## src/rtl/pwm_pkg.sv

```systemverilog
// Shared types for the dead-time PWM output stage.
package pwm_pkg;

   localparam int DT_WIDTH_DEF = 8;

   typedef enum logic [2:0] {
      OFF   = 3'd0,
      DT_LH = 3'd1,
      HIGH  = 3'd2,
      DT_HL = 3'd3,
      LOW   = 3'd4,
      FAULT = 3'd5
   } state_t;

   // Which switch was conducting just before the current dead interval.
   typedef enum logic [1:0] {
      SIDE_NONE = 2'd0,
      SIDE_HIGH = 2'd1,
      SIDE_LOW  = 2'd2
   } side_t;

   function automatic logic is_dt(state_t s);
      return (s == DT_LH) || (s == DT_HL);
   endfunction

endpackage

```

## src/rtl/pwm_dt_timer.sv

```systemverilog
// Dead-interval down-counter: loaded on entry to a dead interval, ticks while
// inside it. expired is high once the count has reached 1 or below, so a
// loaded value of 0 still yields a single dead cycle.
module pwm_dt_timer #(
   parameter int W = 8
) (
   input  logic         clk,
   input  logic         rst_n,
   input  logic         load,
   input  logic [W-1:0] load_val,
   input  logic         tick,
   output logic         expired
);

   logic [W-1:0] cnt;

   // Load takes priority; decrement saturates at zero.
   always_ff @(posedge clk) begin
      if (!rst_n)
         cnt <= '0;
      else if (load)
         cnt <= load_val;
      else if (tick && (cnt != '0))
         cnt <= cnt - W'(1);
   end

   assign expired = (cnt <= W'(1));

endmodule

```

## src/rtl/pwm_deadtime.sv

```systemverilog
// Complementary gate driver with dead-time insertion, short-pulse absorption
// and a latched fault. Gate outputs are registered decodes of the next state,
// so they always match the state register and never overlap.
module pwm_deadtime
   import pwm_pkg::*;
#(
   parameter int DT_WIDTH = DT_WIDTH_DEF
) (
   input  logic                clk,
   input  logic                rst_n,
   input  logic                enable,
   input  logic                pwm_in,
   input  logic [DT_WIDTH-1:0] dead_time,
   input  logic                fault,
   input  logic                fault_clear,
   output logic                hs_out,
   output logic                ls_out,
   output logic                dt_active,
   output logic                fault_latched,
   output logic                pulse_drop
);

   state_t state;
   state_t nxt;
   side_t  side;
   logic   dt_load;
   logic   dt_tick;
   logic   dt_expired;

   // Next-state selection: fault beats everything, then enable, then pwm_in.
   always_comb begin
      nxt = state;
      if (fault) begin
         nxt = FAULT;
      end else if (state == FAULT) begin
         if (fault_clear) nxt = OFF;
      end else if (!enable) begin
         nxt = OFF;
      end else begin
         case (state)
            OFF:          nxt = pwm_in ? DT_LH : DT_HL;
            HIGH:         if (!pwm_in) nxt = DT_HL;
            LOW:          if (pwm_in)  nxt = DT_LH;
            DT_LH, DT_HL: if (dt_expired) nxt = pwm_in ? HIGH : LOW;
            default:      nxt = OFF;
         endcase
      end
   end

   // The counter is loaded only on the transition into a dead interval, so
   // later changes of dead_time do not stretch or shorten it.
   assign dt_load = is_dt(nxt) && !is_dt(state);
   assign dt_tick = is_dt(state);

   pwm_dt_timer #(.W(DT_WIDTH)) u_timer (
      .clk      (clk),
      .rst_n    (rst_n),
      .load     (dt_load),
      .load_val (dead_time),
      .tick     (dt_tick),
      .expired  (dt_expired)
   );

   // State register, side memory and registered output decodes.
   always_ff @(posedge clk) begin
      if (!rst_n) begin
         state         <= OFF;
         side          <= SIDE_NONE;
         hs_out        <= 1'b0;
         ls_out        <= 1'b0;
         dt_active     <= 1'b0;
         fault_latched <= 1'b0;
         pulse_drop    <= 1'b0;
      end else begin
         state <= nxt;
         if (dt_load)
            side <= (state == HIGH) ? SIDE_HIGH :
                    (state == LOW)  ? SIDE_LOW  : SIDE_NONE;
         hs_out        <= (nxt == HIGH);
         ls_out        <= (nxt == LOW);
         dt_active     <= is_dt(nxt);
         fault_latched <= (nxt == FAULT);
         // Returning to the side that was on before means the opposite pulse
         // was too short to survive the dead interval.
         pulse_drop    <= is_dt(state) &&
                          (((nxt == HIGH) && (side == SIDE_HIGH)) ||
                           ((nxt == LOW)  && (side == SIDE_LOW)));
      end
   end

endmodule
```

## config.mk

```make
export PLATFORM = sky130hd
export DESIGN_NAME = pwm_deadtime
export DESIGN_NICKNAME = d
export VERILOG_FILES = /design/src/rtl/pwm_pkg.sv /design/src/rtl/pwm_dt_timer.sv /design/src/rtl/pwm_deadtime.sv
export SDC_FILE = /design/constraint.sdc
export NUM_CORES = 1
export LEC_CHECK = 0
export ABC_AREA = 1
export ABC_CLOCK_PERIOD_IN_PS = 4170
export CORE_AREA = 2 2 44 56
export DETAILED_ROUTE_END_ITERATION = 8
export DIE_AREA = 0 0 46 58
export PLACE_DENSITY = 0.84
export SYNTH_ARGS = -nofsm -noshare
export SYNTH_HDL_FRONTEND = slang
export SYNTH_HIERARCHICAL = 1
export SYNTH_SLANG_ARGS = --single-unit
export TNS_END_PERCENT = 5
```

## constraint.sdc

```tcl
create_clock -name clk -period 4.17 [get_ports clk]
set_clock_uncertainty 0.15 [all_clocks]
set_input_delay 1.251 -clock clk [delete_from_list [all_inputs] [get_ports clk]]
set_output_delay 1.251 -clock clk [all_outputs]
set_load 0.02 [all_outputs]
```

==> results.sh, run 1 <==
# physical design summary
export IMPL_path_class="input port to flip-flop"
export IMPL_fillers=192
export IMPL_fin_cells=206
export IMPL_pg_seq_uw=224
export IMPL_fp_utilization=0.5444
export IMPL_cp_slowest_stage_delay_ns=0.50
export IMPL_ant_nets=0
export IMPL_whs_ns=0.3526
export IMPL_finalSetupViolations=0
export IMPL_hold_class="flip-flop to flip-flop"
export IMPL_ys_async_sr_fraction=0
export IMPL_grt_max_degree=12
export IMPL_dpl_hpwl_um=2092
export IMPL_antenna_cells=0
export IMPL_antenna_found_initial=0
export IMPL_path_max_fanout=11
export IMPL_grtUsageMet1=0.2248
export IMPL_crit_path_start_kind="input port"
export IMPL_vias=1122
export IMPL_syn_to_final_growth_pct=19.33
export IMPL_peakVddDrop_mv=0.3355
export IMPL_switching_share=0.4274
export IMPL_cpMostUsedCell="inv_1"
export IMPL_relSlewSlack=0.7321
export IMPL_crit_cells=11
export IMPL_grt_pass1_vias=1019
export IMPL_synth_seq_share=0.3093
export IMPL_cap_violations=0
export IMPL_rsz0062_at_grt="no"
export IMPL_die_area_um2=2668
export IMPL_drt_wl_total_um=2571
export IMPL_hold_viol_final=0
export IMPL_status="complete, no violations"
export IMPL_yosysWarnings=6
export IMPL_final_util=0.6497
export IMPL_ys_sh_aoi=0.1310
export IMPL_via_per_inst=5.447
export IMPL_comb_cell_power_uw=300
export IMPL_setup_slack_ns=0.9807
export IMPL_sh_seq_area=0.2592
export IMPL_dominant_cells="multi-input combinational cells"
export IMPL_syn_area_um2=1165
export IMPL_ys_cells=166
export IMPL_clockBufferCount=4
export IMPL_final_design_area_no_fill_um2=1390
export IMPL_fin_crit_sh=0.7648
export IMPL_comb_share=0.5005
export IMPL_buffers_excl_clock=18
export IMPL_top_power_group="combinational cells"
export IMPL_layout_drive_gt1_share=0.1784
export IMPL_drt_iter0_drc=32
export IMPL_cts_inserted_buffers=3
export IMPL_top_usage_layer="met2"
export IMPL_drc=0
export IMPL_powerClk_uw=105
export IMPL_fin_crit_ns=3.189
export IMPL_rrSetupSlack_ns=1.42
export IMPL_dr_wl_met3_um=108
export IMPL_warning_count=28
export IMPL_end_kind="flip-flop"
export IMPL_clkSinkCount=18
export IMPL_adder_share=0.03222
export IMPL_routed_top_layer="met4"
export IMPL_synthTopLogicFamily="simple AND/OR/NAND/NOR gates"
export IMPL_comb_power_share=0.477
export IMPL_rr_endpoint="u_timer/cnt[6]"
export IMPL_crit_buf_inv=4
export IMPL_hold_buffers=0
export IMPL_nonClkBufAreaFrac=0.1296
export IMPL_firstDrtPassIters=4
export IMPL_postSynthCellCount=166
export IMPL_clock_area_frac=0.02610
export IMPL_fp_nets=183
export IMPL_place_ws_ns=0.6886
export IMPL_cts_tree="done"
export IMPL_r2r_cells=15
export IMPL_multi_input_comb_cells=121
export IMPL_mux_share=0
export IMPL_largest_reg_flops=8
export IMPL_core_area_um2=2140
export IMPL_internal_power_uw=359.7
export IMPL_synth_distinct_cells=29
export IMPL_clk_path_buf_depth=2
export IMPL_cts_root_buf="clkbuf_4"
export IMPL_post_cts_setup_buffers=0
export IMPL_std_cell_rows=19
export IMPL_edf_count=0
export IMPL_cts_clk_slew_worst_paths_ns=0.10
export IMPL_gr_total_overflow=0
export IMPL_die_h_um=58
export IMPL_wl_met2_um=1448
export IMPL_synth_dominant_cell_count="nand2_1"
export IMPL_simple_gate_area_frac=0.4264
export IMPL_setup_tns_ns=0
export IMPL_tightest_slew_ns=0.4012
export IMPL_dpl_cell_area_um2=1354
export IMPL_seqPwrFrac=0.356
export IMPL_inverters_excl_clock=24
export IMPL_ys_top_cells_by_count="nand2_1, nor2_1, inv_1, dfxtp_1, nand3_1"
export IMPL_yosys_top_cells_area="dfxtp_1, nand2_1, nor2_1, inv_1, nand3_1"
export IMPL_clock_latency_ns=0.29
export IMPL_crit_start="pwm_in"
export IMPL_synth_flops=18
export IMPL_top_cell_area_share=0.3093
export IMPL_n_sequential_cell=18
export IMPL_io_pins=19
export IMPL_power_uw=628.2
export IMPL_port_buffers=18
export IMPL_net_switching_power_uw=268.5
export IMPL_dp_cells=202
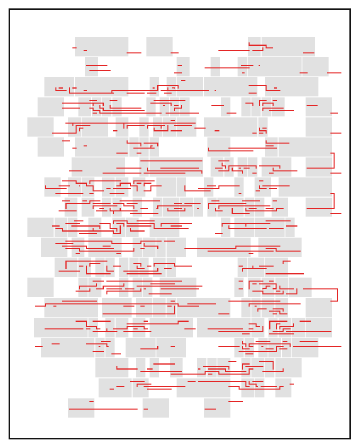
Run 1: M1 wires
Cells faint in the background.
main direction: horizontal
nets with wire on the layer: 176

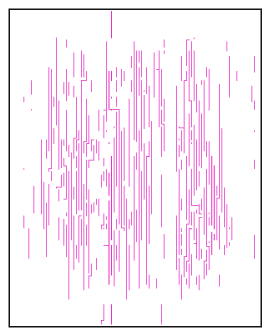
Run 1: M2 wires
longest straight run: 28.9 um
nets with wire on the layer: 165
share of all routed wire: 56%
wire length on this layer: 1450 um

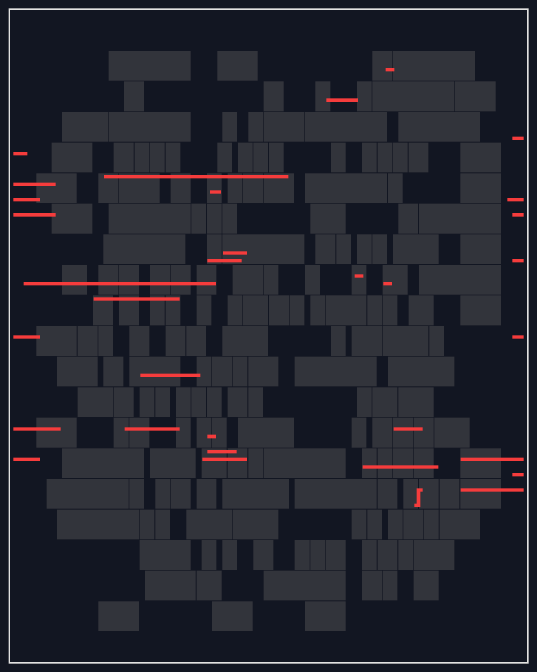
Run 1: signal wires on met3
Cells faint in the background.
longest straight run: 16.8 um
wire length on this layer: 108 um
main direction: horizontal
share of all routed wire: 4.2%

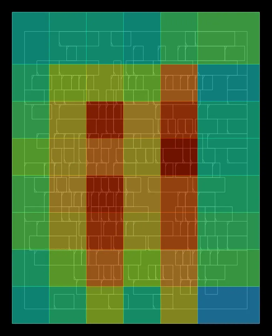
Run 1: routing congestion
met3 GRT Util: 0.01869
met2 GRT Util: 0.4167
Total GRT Usage: 0.2189
DR WL/cell: 12.48 um

==> run 1 -> run 2 <==
--- a/config.mk
+++ b/config.mk
@@ -6,11 +6,11 @@
 export NUM_CORES = 1
 export LEC_CHECK = 0
 export ABC_AREA = 1
-export ABC_CLOCK_PERIOD_IN_PS = 4170
-export CORE_AREA = 2 2 44 56
+export ABC_CLOCK_PERIOD_IN_PS = 2950
+export CORE_AREA = 2 2 46 58
 export DETAILED_ROUTE_END_ITERATION = 8
-export DIE_AREA = 0 0 46 58
-export PLACE_DENSITY = 0.84
+export DIE_AREA = 0 0 48 60
+export PLACE_DENSITY = 0.78
 export SYNTH_ARGS = -nofsm -noshare
 export SYNTH_HDL_FRONTEND = slang
 export SYNTH_HIERARCHICAL = 1
==> constraint.sdc (replaced) <==
create_clock -name clk -period 2.95 [get_ports clk]
set_clock_uncertainty 0.15 [all_clocks]
set_input_delay 0.885 -clock clk [delete_from_list [all_inputs] [get_ports clk]]
set_output_delay 0.885 -clock clk [all_outputs]
set_load 0.02 [all_outputs]
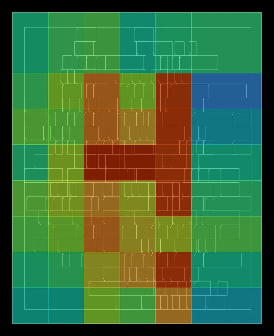
Run 2: routing congestion
DR WL/cell: 11.70 um
met1 global-route usage: 0.2578
final core occ: 0.6037
GR peak layer: met2

==> run 2 against run 1 <==
Worst setup slack worse by 0.70 ns. Utilization decreased by 4.6 points. Flip-flop count unchanged. Sequential share of layout area fell by 0.81 points. Wire length grew 1.1%. Non-clock buffer count rose by 4. First-iteration DRC count grew 44%. Power rose by 43%. Combinational power grew 42%. Global-route usage fell by 0.75 points. Critical path type is now flip-flop to flip-flop. Critical endpoint is now u_timer/cnt[5].
==> results.sh, run 2 <==
# physical design summary
export IMPL_core_area_um2=2377
export IMPL_grt_pass1_vias=1010
export IMPL_synthTopLogicFamily="simple AND/OR/NAND/NOR gates"
export IMPL_r2r_cells=15
export IMPL_sh_seq_area=0.2511
export IMPL_setup_slack_ns=0.2813
export IMPL_rsz0062_at_grt="no"
export IMPL_net_switching_power_uw=385.2
export IMPL_clock_area_frac=0.02528
export IMPL_clkSinkCount=18
export IMPL_hold_viol_final=0
export IMPL_fillers=218
export IMPL_clock_latency_ns=0.30
export IMPL_cpMostUsedCell="inv_1"
export IMPL_syn_to_final_growth_pct=23.20
export IMPL_warning_count=28
export IMPL_port_buffers=18
export IMPL_tightest_slew_ns=0.4253
export IMPL_crit_buf_inv=5
export IMPL_postSynthCellCount=166
export IMPL_cts_inserted_buffers=3
export IMPL_crit_cells=15
export IMPL_ant_nets=0
export IMPL_rr_endpoint="u_timer/cnt[5]"
export IMPL_grt_util_met2=0.3657
export IMPL_inverters_excl_clock=24
export IMPL_status="complete, no violations"
export IMPL_cts_clk_slew_worst_paths_ns=0.11
export IMPL_peakVddDrop_mv=0.3741
export IMPL_rrSetupSlack_ns=0.28
export IMPL_die_area_um2=2880
export IMPL_adder_share=0.03222
export IMPL_final_design_area_no_fill_um2=1435
export IMPL_post_cts_setup_buffers=0
export IMPL_cap_violations=0
export IMPL_die_h_um=60
export IMPL_dr_wl_met3_um=140
export IMPL_hold_buffers=0
export IMPL_grt_usage=0.2114
export IMPL_clk_path_buf_depth=2
export IMPL_ys_sh_aoi=0.1310
export IMPL_syn_area_um2=1165
export IMPL_via_per_inst=5.171
export IMPL_cts_tree="done"
export IMPL_gr_total_overflow=0
export IMPL_nonClkBufAreaFrac=0.1465
export IMPL_synth_seq_share=0.3093
export IMPL_finalSetupViolations=0
export IMPL_ys_cells=166
export IMPL_grt_max_degree=11
export IMPL_fp_nets=183
export IMPL_layout_drive_gt1_share=0.1958
export IMPL_switching_share=0.4292
export IMPL_cp_slowest_stage_delay_ns=0.39
export IMPL_relSlewSlack=0.7143
export IMPL_multi_input_comb_cells=121
export IMPL_comb_cell_power_uw=426
export IMPL_ys_top_cells_by_count="nand2_1, nor2_1, inv_1, dfxtp_1, nand3_1"
export IMPL_crit_start="u_timer/cnt[0]"
export IMPL_hold_class="flip-flop to flip-flop"
export IMPL_cts_root_buf="clkbuf_4"
export IMPL_dpl_cell_area_um2=1399
export IMPL_yosys_top_cells_area="dfxtp_1, nand2_1, nor2_1, inv_1, nand3_1"
export IMPL_buffers_excl_clock=22
export IMPL_edf_count=0
export IMPL_simple_gate_area_frac=0.4264
export IMPL_top_power_group="combinational cells"
export IMPL_top_cell_area_share=0.3093
export IMPL_dpl_hpwl_um=2022
export IMPL_n_sequential_cell=18
export IMPL_synth_flops=18
export IMPL_largest_reg_flops=8
export IMPL_dominant_cells="multi-input combinational cells"
export IMPL_comb_power_share=0.475
export IMPL_place_ws_ns=0.06655
export IMPL_mux_share=0
export IMPL_path_class="flip-flop to flip-flop"
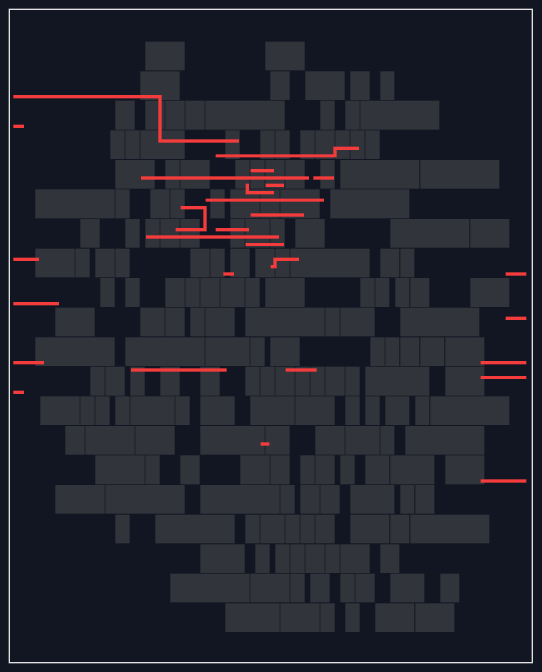
Run 2: signal wires on met3
Cells faint in the background.
final wirelength: 2598 um
met3 GRT Util: 0.03323
Via Count: 1148

Power figures rest on the tool's default switching activity, not on a simulated workload.
